===== src/rtl/pipe_stage_skid_reg.sv =====
// -----------------------------------------------------------------------------
// pipe_stage_skid_reg
//
// Generic pipeline stage register with a two-entry skid buffer. It sits between
// two pipeline stages and registers the upstream ready path, so in_ready never
// depends combinationally on out_ready. Instruction order is strictly FIFO.
// The stage also counts downstream stall cycles for performance monitoring.
//
// The state is carried by the two entry valid bits {m_valid, s_valid}:
//   EMPTY = 00, ONE = 10, TWO = 11   (01 is unreachable)
//
// Command priority: rst > flush > freeze > normal handshaking.
//
// Ports:
//   clk        in   rising-edge clock
//   rst        in   asynchronous, active-high reset
//   flush      in   synchronous squash of all held entries (overrides freeze)
//   freeze     in   synchronous hold: no state change, no handshakes
//   in_valid   in   upstream offers {in_pc, in_data}
//   in_ready   out  stage can accept this cycle
//   in_pc      in   upstream PC            [PC_W]
//   in_data    in   upstream payload       [DATA_W]
//   out_valid  out  main entry presented downstream
//   out_ready  in   downstream accepts
//   out_pc     out  main entry PC          [PC_W]
//   out_data   out  main entry payload     [DATA_W]
//   stall_cnt  out  saturating count of downstream stall cycles [CNT_W]
// -----------------------------------------------------------------------------
module pipe_stage_skid_reg #(
  parameter int unsigned        DATA_W  = 32,
  parameter int unsigned        PC_W    = 32,
  parameter logic [DATA_W-1:0]  NOP_VAL = '0,
  parameter int unsigned        CNT_W   = 16
) (
  input  logic              clk,
  input  logic              rst,
  input  logic              flush,
  input  logic              freeze,
  input  logic              in_valid,
  output logic              in_ready,
  input  logic [PC_W-1:0]   in_pc,
  input  logic [DATA_W-1:0] in_data,
  output logic              out_valid,
  input  logic              out_ready,
  output logic [PC_W-1:0]   out_pc,
  output logic [DATA_W-1:0] out_data,
  output logic [CNT_W-1:0]  stall_cnt
);

  // Encoding is {m_valid, s_valid}, so the valid bits fall straight out of it.
  typedef enum logic [1:0] {
    ST_EMPTY = 2'b00,
    ST_ONE   = 2'b10,
    ST_TWO   = 2'b11
  } state_e;

  state_e              state_q, state_d;
  logic [PC_W-1:0]     m_pc_q,   m_pc_d;
  logic [DATA_W-1:0]   m_data_q, m_data_d;
  logic [PC_W-1:0]     s_pc_q,   s_pc_d;
  logic [DATA_W-1:0]   s_data_q, s_data_d;
  logic [CNT_W-1:0]    stall_cnt_q, stall_cnt_d;

  logic m_valid;
  logic s_valid;
  logic in_fire;
  logic out_fire;

  assign m_valid = state_q[1];
  assign s_valid = state_q[0];

  // in_ready depends on registered state and freeze only: this is what cuts
  // the combinational ready chain between stages.
  assign in_ready  = ~s_valid & ~freeze;
  assign out_valid = m_valid & ~freeze;
  assign out_pc    = m_pc_q;
  assign out_data  = m_data_q;
  assign stall_cnt = stall_cnt_q;

  assign in_fire  = in_valid & in_ready;
  assign out_fire = out_valid & out_ready;

  // ---------------------------------------------------------------------------
  // Next-state and datapath steering
  // ---------------------------------------------------------------------------
  always_comb begin
    // NOTE: every signal gets a hold default before any branch, so no path
    // leaves a variable unassigned and no latch is inferred.
    state_d  = state_q;
    m_pc_d   = m_pc_q;
    m_data_d = m_data_q;
    s_pc_d   = s_pc_q;
    s_data_d = s_data_q;

    if (flush) begin
      // An input offered in this cycle is dropped even if in_ready was high.
      state_d  = ST_EMPTY;
      m_pc_d   = '0;
      m_data_d = NOP_VAL;
    end else if (!freeze) begin
      unique case (state_q)
        ST_EMPTY: begin
          if (in_fire) begin
            state_d  = ST_ONE;
            m_pc_d   = in_pc;
            m_data_d = in_data;
          end
        end
        ST_ONE: begin
          if (in_fire && out_fire) begin
            m_pc_d   = in_pc;
            m_data_d = in_data;
          end else if (in_fire) begin
            // Downstream stalled: park the newer entry behind the main one.
            state_d  = ST_TWO;
            s_pc_d   = in_pc;
            s_data_d = in_data;
          end else if (out_fire) begin
            state_d  = ST_EMPTY;
          end
        end
        ST_TWO: begin
          // in_ready is low here, so only the output side can move. Main
          // reloads from skid on the same edge, leaving no output bubble.
          if (out_fire) begin
            state_d  = ST_ONE;
            m_pc_d   = s_pc_q;
            m_data_d = s_data_q;
          end
        end
        default: state_d = ST_EMPTY;
      endcase
    end
  end

  // Stall cycles: an entry is presented but refused. out_valid already folds
  // in freeze, so the counter holds while frozen. Flush does not clear it.
  always_comb begin
    stall_cnt_d = stall_cnt_q;
    if (out_valid && !out_ready && (stall_cnt_q != '1)) begin
      stall_cnt_d = stall_cnt_q + 1'b1;
    end
  end

  // ---------------------------------------------------------------------------
  // Registers
  // ---------------------------------------------------------------------------
  // NOTE: sequential state is written with non-blocking assignments only, so
  // every register samples pre-edge values regardless of block ordering.
  always_ff @(posedge clk or posedge rst) begin
    if (rst) begin
      state_q     <= ST_EMPTY;
      m_pc_q      <= '0;
      m_data_q    <= NOP_VAL;
      stall_cnt_q <= '0;
    end else begin
      state_q     <= state_d;
      m_pc_q      <= m_pc_d;
      m_data_q    <= m_data_d;
      stall_cnt_q <= stall_cnt_d;
    end
  end

  // NOTE: the skid payload is only ever read while s_valid is set, and s_valid
  // is reset, so the payload itself carries no reset.
  always_ff @(posedge clk) begin
    s_pc_q   <= s_pc_d;
    s_data_q <= s_data_d;
  end

endmodule


===== config.mk =====
export PLATFORM = sky130hd
export DESIGN_NAME = pipe_stage_skid_reg
export DESIGN_NICKNAME = d
export VERILOG_FILES = /design/src/rtl/pipe_stage_skid_reg.sv
export SDC_FILE = /design/constraint.sdc
export NUM_CORES = 1
export LEC_CHECK = 0
export CAP_MARGIN = 20
export CORE_ASPECT_RATIO = 0.6
export CORE_MARGIN = 4
export CORE_UTILIZATION = 49
export DETAILED_ROUTE_END_ITERATION = 10
export GPL_ROUTABILITY_DRIVEN = 0
export PLACE_DENSITY = 0.8
export SLEW_MARGIN = 30
export SYNTH_ARGS = -nofsm -noshare
export SYNTH_HDL_FRONTEND = slang
export SYNTH_SLANG_ARGS = --single-unit

===== constraint.sdc =====
create_clock -name clk -period 6.8 [get_ports clk]
set_input_delay 2.04 -clock clk [delete_from_list [all_inputs] [get_ports clk]]
set_output_delay 2.04 -clock clk [all_outputs]
set_load 0.02 [all_outputs]

**Metal 1**

The bar under the picture is 50 µm long. Cells faint in the background.
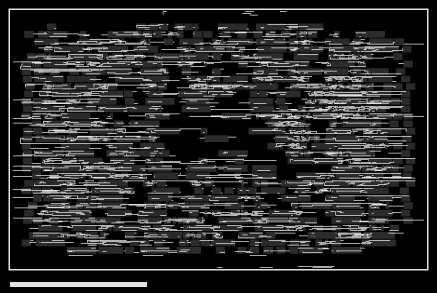
The layer carries 6480 µm of wire. 592 nets have wire on it. The layer holds 45% of the routed length. The wires run mostly horizontal.
wire length after detailed routing: 14300 µm
routed via count: 4271
routing usage on met1: 0.282

**M2 wires**

Cells faint in the background.
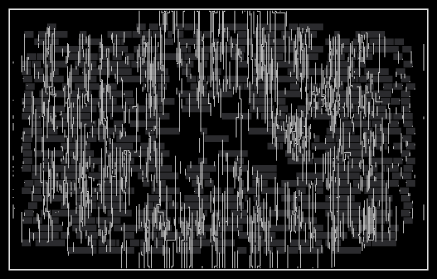
The longest straight run is 45.2 µm. The layer holds 46% of the routed length. The wires run mostly vertical.
met2 track demand over resource in global routing: 0.316

**Signal wires on met3**

The bar under the picture is 50 µm long. Cells faint in the background.
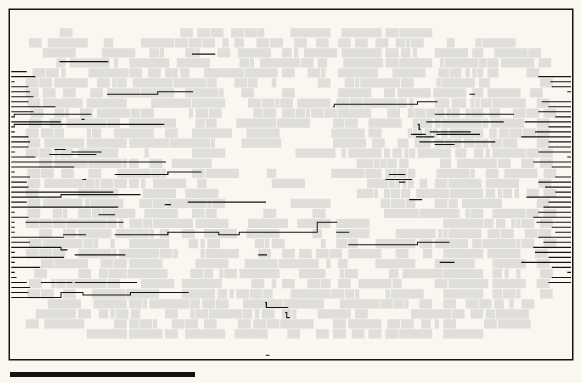
The longest straight run is 41.6 µm. The layer carries 1170 µm of wire.
met3 global-route usage: 0.0806

**Sequential cells grouped by signal name**

Other sequential cells in the stronger grey, the rest of the logic in the fainter grey.
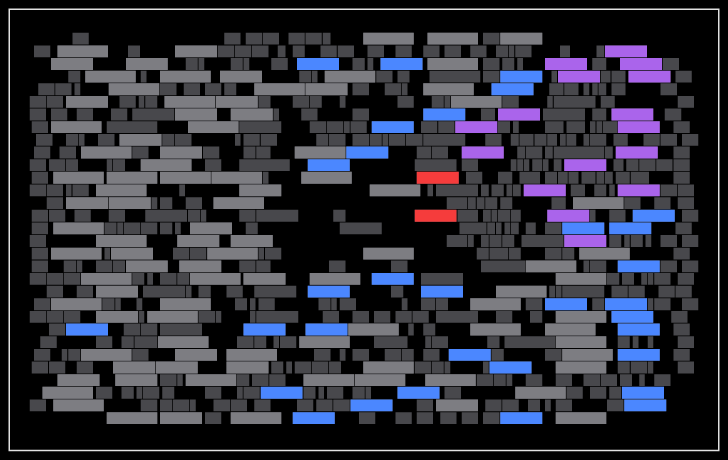
Red marks `state_q`, sequential cells 2. Purple marks `stall_cnt`, sequential cells 16. Blue marks `out_pc`, sequential cells 32.
fraction of area in registers: 0.473
end-of-flow core utilization: 0.691
combined flip-flop and latch cell area: 0.00397 mm²
sequential-cell power consumption: 1.03 mW

**Placed standard cells**

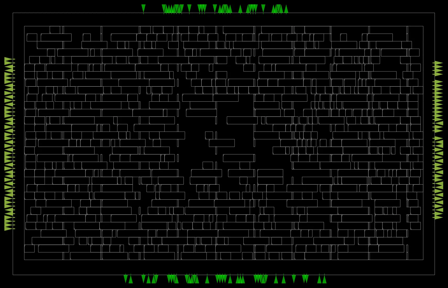
flop count: 146
area inside the core boundary: 0.0121 mm²
TAP cells: 165
number of placement rows: 31

## final timing paths
path,to,start,slack [ns],depth (start not counted)
min in group asynchronous,out_data[30],rst,2.03,2
min reg2reg,stall_cnt[5],stall_cnt[5],0.50,1
max,out_valid,freeze,1.24,3
max reg2reg,out_data[17],state_q[0],4.02,7
min,stall_cnt[5],stall_cnt[5],0.50,1
max in group asynchronous,out_data[10],rst,3.71,3
## kinds of logic (layout without fill, tap and decap cells)
family	count (synthesis)	in the layout
AND-OR/OR-AND	75	75
XOR/XNOR	14	14
adder cells (fa/ha/maj)	5	5
AND/OR/NAND/NOR	115	115
flip-flops	146	146
buffers and inverters	35	194
multiplexers	66	66
## registers in the layout (all words and copies together), names as in the netlist
register   count
state_q        2
out_data      32
stall_cnt     16
out_pc        32
s_data_q      32
s_pc_q        32
==> reports/results.md <==
| Parameter | Value |
| --- | --- |
| Combinational fraction of the cell area | 0.235 |
| Static leakage | 3.07 nW |
| Count of antenna-violating nets left after detailed routing | 0 |
| First DRT Iteration DRCs | 235 |
| Comb pwr | 402 µW |
| Cell area power density | 293 mW/mm² |
| Final standard cell count with taps included and fillers excluded | 780 |
| Largest net degree at the start of global routing | 73 |
| Proportion of power drawn by combinational gates | 0.163 |
| Number of violations of the max-capacitance limit | 0 |
| Global-route wire length before repair | 23200 µm |
| Share of synthesized registers carrying an async set or reset | 0.562 |
| Avg Synthesized Cell Area | 13.4 µm² |
| Metal3 WL | 1170 µm |
| MUX share of area | 0.108 |
| Clock Power | 1.03 mW |
| Clock buffer cells | 19 |
| Highest Clock Rate | 180 MHz |
| Most frequently used flop master after synthesis | dfrtp_1 |
| Aoi/oai-family share of the synthesized area | 0.0910 |
| Internal Power | 1.83 mW |
| RSZ-0062 raised after global routing | false |
| Remaining Overflow, GRT | 0 |
| Buffers added on ports | 151 |
| Plain + repair buffers | 158 |
| Latency at later pin | 0.41 ns |
| Post-CTS setup buffers | 0 |
| Setup crit start kind | input pin |
| # hold bufs at CTS | 0 |
| Capturing element type of the critical path | primary output |
| Nets | 677 |
| Die ar. | 0.0144 mm² |
| DIE HEIGHT | 94.6 µm |
| OpenROAD warnings | 29 |
| Non-Clock Inverter Count | 4 |
| Result of the run | complete, no violations |
| List of cells traversed by the critical path | clkdlybuf4s50_1 > nor2b_1 > clkdlybuf4s50_1 |
| Final tally of setup violations | 0 |
| Total power | 2.46 mW |
| DRC viols | 0 |
| Worst Path Max Fanout | 9 |
Power and IR drop assume default switching activity.
